--- config.mk ---
export PLATFORM = sky130hd
export DESIGN_NAME = vvp_ctrl
export DESIGN_NICKNAME = d
export VERILOG_FILES = /design/src/rtl/vvp_pkg.sv /design/src/rtl/vvp_ctrl_tagpipe.sv /design/src/rtl/vvp_ctrl.sv
export SDC_FILE = /design/constraint.sdc
export NUM_CORES = 1
export LEC_CHECK = 0
export ABC_AREA = 1
export CAP_MARGIN = 5
export CORE_AREA = 2 2 110 112
export DETAILED_ROUTE_END_ITERATION = 10
export DIE_AREA = 0 0 112 114
export PLACE_DENSITY = 0.83
export SETUP_SLACK_MARGIN = 0.3
export SLEW_MARGIN = 20
export SYNTH_ARGS = -nofsm -noshare
export SYNTH_HDL_FRONTEND = slang
export SYNTH_HIERARCHICAL = 1
export SYNTH_SLANG_ARGS = --single-unit
--- constraint.sdc ---
create_clock -name clk -period 6.9 [get_ports clk]
set_clock_uncertainty 0.1 [all_clocks]
set_input_delay 0.69 -clock clk [delete_from_list [all_inputs] [get_ports clk]]
set_output_delay 0.69 -clock clk [all_outputs]
set_load 0.005 [all_outputs]
--- src/rtl/vvp_pkg.sv ---
// Shared types and width helpers for the vvp sequencing controller.
package vvp_pkg;

  // Controller states
  typedef enum logic [1:0] {
    StIdle  = 2'b00,
    StIssue = 2'b01,
    StDrain = 2'b10,
    StDone  = 2'b11
  } vvp_state_e;

  // vvp operating mode encodings, passed through to the datapath unchanged
  typedef enum logic [1:0] {
    VvpMode00 = 2'b00,
    VvpMode01 = 2'b01,
    VvpMode10 = 2'b10,
    VvpMode11 = 2'b11
  } vvp_mode_e;

  // Width of the signed vvp partial sum S for an n-element vector
  function automatic int unsigned s_width(input int unsigned n);
    return $clog2(n) + 2;
  endfunction

  // Width of a weight plane index; never below one bit
  function automatic int unsigned plane_width(input int unsigned wpmax);
    return (wpmax > 1) ? $clog2(wpmax) : 1;
  endfunction

  // Width of a chunk index; never below one bit
  function automatic int unsigned chunk_width(input int unsigned chmax);
    return (chmax > 1) ? $clog2(chmax) : 1;
  endfunction

endpackage

--- src/rtl/vvp_ctrl_tagpipe.sv ---
// Fixed-depth delay line for issue tags; wire-through when Depth is zero.
module vvp_ctrl_tagpipe #(
  parameter int unsigned Depth = 4,
  parameter int unsigned Width = 5
) (
  input  logic             clk,
  input  logic             rst_n,
  input  logic [Width-1:0] tag_i,
  output logic [Width-1:0] tag_o
);

  if (Depth == 0) begin : g_bypass
    logic unused_clk_rst;
    assign unused_clk_rst = clk ^ rst_n;
    assign tag_o = tag_i;
  end else begin : g_pipe
    logic [Width-1:0] stage_q [Depth];

    // Shift tags one stage per cycle; reset clears every stage valid
    always_ff @(posedge clk or negedge rst_n) begin
      if (!rst_n) begin
        for (int i = 0; i < int'(Depth); i++) stage_q[i] <= '0;
      end else begin
        stage_q[0] <= tag_i;
        for (int i = 1; i < int'(Depth); i++) stage_q[i] <= stage_q[i-1];
      end
    end

    assign tag_o = stage_q[Depth-1];
  end

endmodule

--- src/rtl/vvp_ctrl.sv ---
// Job sequencer for a bit-serial vector-vector product unit: issues operand
// fetches chunk by chunk and plane by plane, then accumulates the returned
// partial sums with per-plane weighting into a signed result.
module vvp_ctrl
  import vvp_pkg::*;
#(
  parameter int unsigned N     = 64,
  parameter int unsigned PIPE  = 4,
  parameter int unsigned WPMAX = 8,
  parameter int unsigned CHMAX = 256,
  parameter int unsigned ACCW  = 32
) (
  input  logic                              clk,
  input  logic                              rst_n,
  input  logic                              start,
  output logic                              ready,
  input  logic [1:0]                        cfg_mode,
  input  logic [$clog2(WPMAX):0]            cfg_wprec,
  input  logic [$clog2(CHMAX):0]            cfg_nchunk,
  input  logic                              cfg_wsigned,
  output logic [1:0]                        vvp_mode,
  output logic                              rd_vld,
  output logic [chunk_width(CHMAX)-1:0]     rd_chunk,
  output logic [plane_width(WPMAX)-1:0]     rd_plane,
  input  logic signed [s_width(N)-1:0]      s_in,
  output logic signed [ACCW-1:0]            res,
  output logic                              res_vld,
  input  logic                              res_rdy
);

  localparam int unsigned SW  = s_width(N);
  localparam int unsigned PW  = plane_width(WPMAX);
  localparam int unsigned CW  = chunk_width(CHMAX);
  localparam int unsigned WPW = $clog2(WPMAX) + 1;
  localparam int unsigned CHW = $clog2(CHMAX) + 1;
  localparam int unsigned TW  = PW + 2;
  localparam int unsigned DW  = 4;

  vvp_state_e    state_q, state_d;
  vvp_mode_e     mode_q;
  logic [PW-1:0] last_plane_q, last_plane_d;
  logic [CW-1:0] last_chunk_q, last_chunk_d;
  logic          wsigned_q;
  logic [PW-1:0] plane_q, plane_d;
  logic [CW-1:0] chunk_q, chunk_d;
  logic [DW-1:0] drain_q, drain_d;
  logic [ACCW-1:0] acc_q, acc_d;

  logic           cfg_load;
  logic           acc_clr;
  logic           issue;
  logic           last_issue;
  logic [WPW-1:0] wprec_eff;
  logic [CHW-1:0] nchunk_eff;
  logic [TW-1:0]  tag_in;
  logic [TW-1:0]  tag_out;
  logic           tag_vld;
  logic [PW-1:0]  tag_plane;
  logic           tag_neg;
  logic [ACCW-1:0] s_ext;
  logic [ACCW-1:0] addend;

  // Clamp requested plane and chunk counts into 1..max and keep the last index
  always_comb begin
    wprec_eff  = cfg_wprec;
    nchunk_eff = cfg_nchunk;
    if (cfg_wprec == '0) begin
      wprec_eff = WPW'(1);
    end else if (cfg_wprec > WPW'(WPMAX)) begin
      wprec_eff = WPW'(WPMAX);
    end
    if (cfg_nchunk == '0) begin
      nchunk_eff = CHW'(1);
    end else if (cfg_nchunk > CHW'(CHMAX)) begin
      nchunk_eff = CHW'(CHMAX);
    end
    last_plane_d = PW'(wprec_eff - WPW'(1));
    last_chunk_d = CW'(nchunk_eff - CHW'(1));
  end

  assign issue      = (state_q == StIssue);
  assign last_issue = issue && (plane_q == last_plane_q) && (chunk_q == last_chunk_q);

  // Sequencing FSM: issue loop counters, drain countdown and handshake
  always_comb begin
    state_d  = state_q;
    plane_d  = plane_q;
    chunk_d  = chunk_q;
    drain_d  = drain_q;
    cfg_load = 1'b0;
    acc_clr  = 1'b0;
    unique case (state_q)
      StIdle: begin
        if (start) begin
          cfg_load = 1'b1;
          acc_clr  = 1'b1;
          plane_d  = '0;
          chunk_d  = '0;
          state_d  = StIssue;
        end
      end
      StIssue: begin
        if (last_issue) begin
          plane_d = '0;
          chunk_d = '0;
          // With no pipeline the last sum lands this cycle, so drain is empty
          if (PIPE == 0) begin
            state_d = StDone;
          end else begin
            state_d = StDrain;
            drain_d = DW'(PIPE - 1);
          end
        end else if (plane_q == last_plane_q) begin
          plane_d = '0;
          chunk_d = chunk_q + CW'(1);
        end else begin
          plane_d = plane_q + PW'(1);
        end
      end
      StDrain: begin
        if (drain_q == '0) begin
          state_d = StDone;
        end else begin
          drain_d = drain_q - DW'(1);
        end
      end
      StDone: begin
        if (res_rdy) begin
          state_d = StIdle;
        end
      end
      default: state_d = StIdle;
    endcase
  end

  // Tag travels alongside the fetch so the returning S knows its plane weight
  assign tag_in = {issue, plane_q, wsigned_q & (plane_q == last_plane_q)};

  vvp_ctrl_tagpipe #(
    .Depth (PIPE),
    .Width (TW)
  ) u_tagpipe (
    .clk   (clk),
    .rst_n (rst_n),
    .tag_i (tag_in),
    .tag_o (tag_out)
  );

  assign tag_vld   = tag_out[TW-1];
  assign tag_plane = tag_out[TW-2:1];
  assign tag_neg   = tag_out[0];

  // Weighted accumulate, wrapping modulo 2^ACCW
  always_comb begin
    s_ext  = {{(ACCW - SW){s_in[SW-1]}}, s_in};
    addend = s_ext << tag_plane;
    acc_d  = acc_q;
    if (acc_clr) begin
      acc_d = '0;
    end else if (tag_vld) begin
      acc_d = tag_neg ? (acc_q - addend) : (acc_q + addend);
    end
  end

  // State, counters, captured job configuration and accumulator
  always_ff @(posedge clk or negedge rst_n) begin
    if (!rst_n) begin
      state_q      <= StIdle;
      mode_q       <= VvpMode00;
      last_plane_q <= '0;
      last_chunk_q <= '0;
      wsigned_q    <= 1'b0;
      plane_q      <= '0;
      chunk_q      <= '0;
      drain_q      <= '0;
      acc_q        <= '0;
    end else begin
      state_q <= state_d;
      plane_q <= plane_d;
      chunk_q <= chunk_d;
      drain_q <= drain_d;
      acc_q   <= acc_d;
      if (cfg_load) begin
        mode_q       <= vvp_mode_e'(cfg_mode);
        last_plane_q <= last_plane_d;
        last_chunk_q <= last_chunk_d;
        wsigned_q    <= cfg_wsigned;
      end
    end
  end

  // Outputs; fetch indices forced to zero outside the issue window
  always_comb begin
    ready    = (state_q == StIdle);
    rd_vld   = issue;
    rd_plane = issue ? plane_q : '0;
    rd_chunk = issue ? chunk_q : '0;
    vvp_mode = mode_q;
    res      = acc_q;
    res_vld  = (state_q == StDone);
  end

endmodule

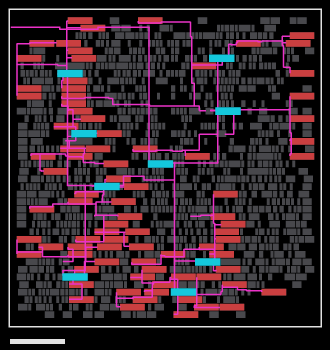
**Above:** run 1 (routed clock nets over the placement).
Bar = 20 um.
legend:
  red:
    item: flip-flops
    count: 83
  cyan:
    item: cells driving clock nets
    count: 9
  magenta:
    item: clock wires
    length: 1,210 um
flops lie: all over the die
routed clock nets: 10
clock latency on the worst-skew pair: 0.36 ns
reported clock group power: 0.551 mW
clock network fraction of design power: 13.4%

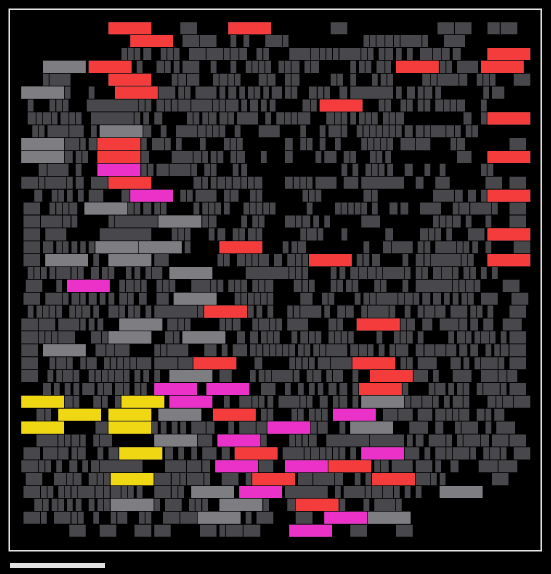
**Above:** run 1 (register map, names as in the netlist).
Bar = 20 um.
legend:
  yellow:
    name_in_the_netlist: last_chunk_q
    placed_flops: 8
    where: lower left
  red:
    name_in_the_netlist: res
    placed_flops: 32
    where: all over the die
  magenta:
    name_in_the_netlist: u_tagpipe/g_pipe.stage_q
    placed_flops: 15

==> git commit body, run 1 <==
Add synthesis and place-and-route results

* Total of buffers placed on input and output ports: 75
- Summing the areas of all xor and xnor instances in the mapped netlist gives 3.07% of the synthesized area.
- RePlAce ended its routability-driven mode at a weighted congestion of 1.04.
* Crit-path max cell delay: 0.68 ns
- Per STA, the library cell used most along the worst path is nand2_1.
- The number of antenna violations at the first check in global routing was 0.
- The highest metal layer carrying signal wires in the routed design is met4.
* Post-route worst setup slack: 2.75 ns
- Non-clock inverter count: 151
- Across the run, the number of max-cap violations was 0.
- In this run, CTS created clock tree buffers numbering 9.
- The layout summary lists the proportion of cells stronger than drive strength 1 as 6.70%.
- met1 track demand over resource after global routing is 41.2%.
- The number of nets handed over by synthesis was 1,124.
- The power report lists cell-internal power as 2.00 mW.
- Global route overflow: 0
- Setup Total Neg Slack: 0 ns
- The final design was reported to hold multi-input combinational gates totalling 794.
* Core utilization before placement: 58.4%
* Relative contribution of sequential cells to total power: 20.9%
* Clock buffer instance count of the final layout: 10
- Dividing the final minimum period by the clock period gives 60.1%.
- Normalized max-slew margin: 29.8%
- nand2_1 is the most common cell in the netlist.
* Number of primary I/O pins: 76
- dfrtp_1 takes more of the synthesized area than any other cell.
- Count of final hold-check violations: 0
* Prevailing logic family in the synthesized netlist: simple AND/OR/NAND/NOR gates
- The routed design could run at a clock period as short as 4.15 ns.
- M2 GR Usage: 47.0%
- The register with the most flip-flops in the layout has 32 of them.
* Largest power group: combinational cells
- The via count of the first global-routing pass came to 6,327.
- Depth of the worst register-to-register path: 20
- Final Hold Slack: 0.151 ns
- TritonCTS clock tree: yes
- Endpoint kind of the worst setup timing path: flip-flop
- Number of cells in the design after placement: 1,251
- After synthesis, the mean cell area works out to 6.51 um2.
- Result of the run: complete, no violations
- STA on the placed design reports a worst setup slack of 2.49 ns.
* Worst path depth: 21
- The layout stage reports a final design area of 0.00799 mm2.
- Final non-clock buffer share: 9.46%
- The first global-routing pass estimated 29,900 um of wire.
- Leakage Power: 4.42 nW
* Cts repair resizes: 0
* CTS root buf: clkbuf_16
- By area, combinational gates come first.
- In this run the deepest clock path goes through 2 buffers.
- Wire segments on met2 add up to 8050 um in the final route.
* Cells in synth_stat.txt: 1,051
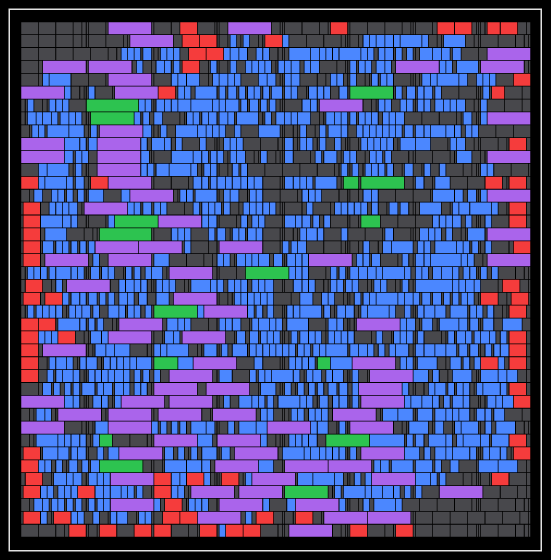
**Above:** run 1 (placement by cell class).
Fill, decap, tap and diode cells in grey.
legend:
  blue:
    class: all other logic
    cells: 945
    share_of_their_area: 59%
  red:
    class: other buffers and delay cells
    cells: 76
    share_of_their_area: 9.7%
  green:
    class: clock drivers and dummy loads
    cells: 16
    share_of_their_area: 4.3%
  purple:
    class: flip-flops
    cells: 83
    share_of_their_area: 27%
std cell rows: 40
Seq/total area: 26.0%
utilization after layout: 68.2%
Placeable Area: 0.0117 mm2

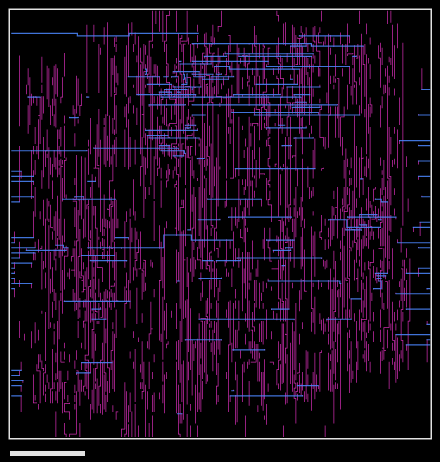
**Above:** run 1 (metal layers overlaid).
Bar = 20 um. Two of the layers only.
legend:
  magenta:
    layer: met2
    wire_length: 8,050 um
  blue:
    layer: met3
    wire_length: 1,190 um
overall global routing resource usage: 29.3%
number of vias after detailed routing: 6,749
detailed-route wire length per cell: 14.2 um
final wirelength: 18,000 um

==> run 2: changes to the inputs <==
CORE_AREA = 2 2 118 120   (was 2 2 110 112)
DIE_AREA = 0 0 120 122   (was 0 0 112 114)
PLACE_DENSITY = 0.77   (was 0.83)
clock period = 3.8 ns   (was 6.9 ns; I/O delays follow)
==> git commit body, run 2 <==
Add synthesis and place-and-route results

- Most popular library cell in the synthesized design by count: nand2_1
* Top-area cell type share of the netlist area: 30.4%
- The flop share of the area came to 25.4% (-0.61 points).
- The setup slack after layout was 0.501 ns (-2.25 ns).
- Topmost layer with routed signal wires: met4
* Result of the run: complete, no violations
- The buffer levels on the longest clock path came to 2 (unchanged).
* Number of cells in the design after placement: 1,295 (+3.5%)
- The post-synthesis average cell area was 6.51 um2 (unchanged).
- In the global route stage, met3 resource usage came out at 4.59%.
* Upper clock frequency limit: 0.303 GHz
- Die Span X: 120 um
- The count of multi-input gates is 794 (unchanged).
- Total clock buffers created by CTS: 9 (unchanged)
- Depth of the worst register-to-register path: 21 (+5.0%)
- Weighted congestion at the end of routability-driven global placement: 0.982 (-5.2%)
* Relative contribution of sequential cells to total power: 20.8% (about the same)
- Endpoint kind of the worst setup timing path: flip-flop
- Number of detailed-route iterations in the first pass: 4
* CTS root buf: clkbuf_16
- Final Hold Slack: 0.0110 ns (-0.140 ns)
- Final non-clock buffer share: 10.4% (+0.95 points)
- The final core utilization is 60.7% (-7.5 points).
* TritonCTS clock tree: yes
- The global-route wire length before repair came to 29,000 um (-3.0%).
- The starting utilization of the core area came to 50.6% (-7.8 points).
- The number of antenna violations at the first check in global routing was 0 (unchanged).
* Post-CTS Setup Inserts: 0
* Leakage Power: 4.46 nW (+0.93%)
* Combinational cell fraction of total power: 67.9%
* Area delta synth->final: 19.8%
* Share of cells above drive strength 1: 9.62% (+2.9 points)
- Number of instances in the synthesized netlist: 1,051
* Clock network fraction of design power: 11.4% (-2.0 points)
- Worst path depth: 21 (unchanged)
- Total Die Area: 0.0146 mm2
- The post-synthesis share of cell area spent on xor and xnor gates was 3.07% (unchanged).
- Number of nets at floorplan: 1,124 (unchanged)
- The detailed-route wire length per cell was 13.2 um (-7.3%).
- Largest power group: combinational cells
- The quantity of I/O buffers inserted on ports was 75 (unchanged).
- According to the timing report, the critical path is launched from u_tagpipe/tag_o[1]$_DFF_PN0_.
- Hold repair after CTS inserted 0 buffers.
- Crit-path max cell delay: 0.47 ns (-0.21 ns)
- The critical path in this run is classified as flip-flop to flip-flop.
- Number of max-cap violations: 0 (unchanged)
- Final critical-path share of the clock period: 86.8%
* Final instance area: 0.00820 mm2 (+2.6%)
- Cts repair resizes: 2 (+2)
- Prevailing logic family in the synthesized netlist: simple AND/OR/NAND/NOR gates
- Counting stages on the worst path, the most repeated cell is nand2_1.
- Pre-CTS setup slack: 0.0533 ns (-2.44 ns)
- Met2 Wirelength: 7680 um (-4.6%)
- The power attributed to the clock group came to 0.845 mW (+53%).
- The non-clock inverter count in the final layout came to 151 (unchanged).
* Setup Total Neg Slack: 0 ns (unchanged)
- Number of flip-flops in the largest register: 32 (unchanged)
- M2 GR Usage: 38.6% (-8.4 points)
- Dominant class by area: combinational gates
- The remaining max-slew budget at the tightest pin is 44.5% (+15 points).
- Cell-internal power: 3.62 mW (+81%)
* Count of final hold-check violations: 0 (unchanged)
* Cells in synth_stat.txt: 1,051 (unchanged)
- The timing report gives the clock slew at the launch and capture registers of the worst setup and hold paths as 0.07 ns.
- Final wirelength: 17,300 um (-3.9%)
- Cell type with the highest aggregate area in the netlist: dfrtp_1
- The clock buffer count came to 10 (unchanged).
- The most critical min-delay path falls under primary input to asynchronous set/reset pin.
- Counting flops with a built-in enable in the synthesized netlist gives 0.
- The met1 usage was 34.5% (-6.8 points).
* Clock latency on the worst-skew pair: 0.35 ns (about the same)
- Leaving out buffers and inverters, the combinational logic in the layout accounts for 0.00418 mm2.
* Global route overflow: 0 (unchanged)
- Overall global routing resource usage: 24.8% (-4.5 points)
- Final critical delay including setup and external delays: 3.30 ns
- The vias after detailed routing is 6,715 (-0.50%).
- Fillcell total: 1,238
- In this design, the largest share of critical-path delay is due to simple AND/OR/NAND/NOR gates.
* Via count of the first global-routing pass: 6,190 (-2.2%)
* Number of primary I/O pins: 76 (unchanged)
* Count of pins over their slew limit: 0
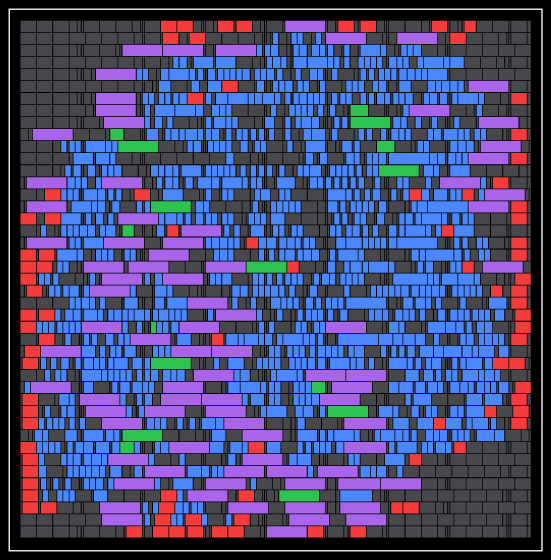
**Above:** run 2 (placement by cell class).
Fill, decap, tap and diode cells in grey.
legend:
  green:
    class: clock drivers and dummy loads
    cells: 16
    share_of_their_area: 3.6%
  blue:
    class: all other logic
    cells: 945
    share_of_their_area: 60%
  purple:
    class: flip-flops
    cells: 83
    share_of_their_area: 26%
  red:
    class: other buffers and delay cells
    cells: 89
    share_of_their_area: 11%
Placeable Area: 0.0135 mm2
std cell rows: 43

==> run 3: changes to the inputs <==
HOLD_SLACK_MARGIN = 0.05   (was unset)
SYNTH_HIERARCHICAL = unset   (was 1)
==> git commit body, run 3 <==
Add synthesis and place-and-route results

- Kind of cell adding the most delay to the critical path: simple AND/OR/NAND/NOR gates
- The detailed-route wire length per cell came to 13.5 um (+2.3%).
- Leakage Power: 4.51 nW (+1.2%)
- The highest layer touched by signal routing is met4.
- Placeable Area: 0.0135 mm2 (unchanged)
* Seq/total area: 25.4% (about the same)
- Number of flip-flops in the largest register: 32 (unchanged)
- By area, the combinational part of the netlist is dominated by simple AND/OR/NAND/NOR gates.
* Number of buffers between clock root and the deepest sink: 2 (unchanged)
* Post-CTS Hold Buffers: 0 (unchanged)
- CTS root buf: clkbuf_16
- The critical path depth in cells was 20 (-4.8%).
* Final non-clock buffer share: 10.1% (-0.35 points)
- The via count of the first global-routing pass is 6,202 (+0.19%).
* Multi-input logic cell count: 800 (+0.76%)
- The placer's final routability congestion estimate came to 0.965 (-1.7%).
* Area delta synth->final: 19.2%
- The setup slack after layout came to 0.549 ns (+0.0474 ns).
- Number of instances in the synthesized netlist: 1,057 (+0.57%)
- The path class of the tightest hold or removal check is primary input to asynchronous set/reset pin.
- The aggregate global routing overflow came to 0 (unchanged).
- The non-clock inverter count in the final layout was 155 (+2.6%).
* Utilization after layout: 60.6% (-0.12 points)
- The depth of the worst register-to-register path was 20 (-4.8%).
* GR Layer Usage met3: 3.37% (-1.2 points)
- The quantity of I/O buffers inserted on ports was 75 (unchanged).
* Cells in synth_stat.txt: 1,057 (+0.57%)
- Number of cells in the design after placement: 1,303 (+0.62%)
- The internal portion of total power is 3.52 mW (-3.0%).
- The finished layout holds 1,318 standard cells, fillers aside.
- The width of the chip was 120 um (unchanged).
* Fillcell total: 1,267 (+2.3%)
- Final Hold Slack: 0.0187 ns (+0.00773 ns)
- Relative contribution of sequential cells to total power: 21.2% (+0.4 points)
* Final wirelength: 17,800 um (+2.6%)
- The count of standard-cell rows is 43 (unchanged).
* Normalized max-slew margin: 38.2% (-6.3 points)
- Measured against the total synthesized area, the mux share comes to 0%.
* Reg clk slew, reported paths: 0.06 ns (about the same)
* Clock latency on the worst-skew pair: 0.35 ns (about the same)
- Synthesized area per cell: 6.49 um2 (-0.26%)
- The footprint of the multi-input gates came to 0.00418 mm2 (+0.12%).
* TritonCTS clock tree: yes
- Crit-path max cell delay: 0.49 ns (+0.02 ns)
- Most common cell type on the critical path: nand2_1
* Largest power group: combinational cells
- Number of enable-type register cells in the synthesized netlist: 0 (unchanged)
- Post-CTS Setup Inserts: 0 (unchanged)
* Top-area cell type share of the netlist area: 30.3% (-0.094 points)
* Fraction of synthesized cell area in xor and xnor cells: 2.55% (-0.52 points)
* Setup Total Neg Slack: 0 ns (unchanged)
- The met2 track demand over resource in global routing is 40.3% (+1.7 points).
- The number of nets in the synthesized netlist came to 1,130 (+0.53%).
- Final critical-path share of the clock period: 85.6% (-1.2 points)
- Antenna violations before repair: 0 (unchanged)
- Number of max-cap violations: 0 (unchanged)
- Pre-CTS setup slack: 0.155 ns (+0.102 ns)
* Total Die Area: 0.0146 mm2 (unchanged)
- Combinational cell fraction of total power: 67.6% (-0.3 points)
* Cts repair resizes: 0 (-2)
- The time the final worst path needs with I/O delays and setup is 3.25 ns (-0.0474 ns).
- Upper clock frequency limit: 0.308 GHz (+1.5%)
- Clock network fraction of design power: 11.2% (-0.2 points)
* Count of pins over their slew limit: 0 (unchanged)
- The vias after detailed routing was 6,763 (+0.71%).
* Met2 Wirelength: 7910 um (+3.0%)
- Yosys instantiated no cell more often than nand2_1.
- Global-route wire length before repair: 29,400 um (+1.4%)
* Share of cells above drive strength 1: 9.49% (-0.13 points)
* Power in sequential cells: 1.54 mW
- Result of the run: complete, no violations
- The critical path is of the flip-flop to flip-flop type.
- Cell type with the highest aggregate area in the netlist: dfrtp_1
- Count of final hold-check violations: 0 (unchanged)
* Number of detailed-route iterations in the first pass: 5 (+1)
- The met1 usage was 35.1% (+0.62 points).
- Data arrival time of the critical path: 3.39 ns
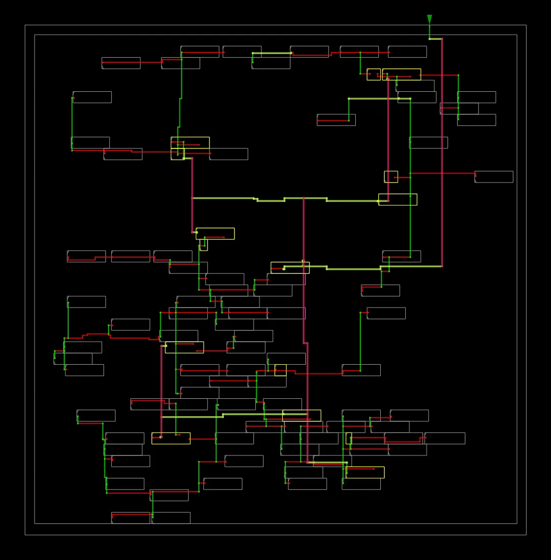
**Above:** run 3 (clock routing).
TritonCTS sink count: 83
flop count: 83
reported clock group power: 0.818 mW
total clock buffers created by CTS: 9
clock buffer instance count of the final layout: 10

Power and IR drop assume default switching activity.
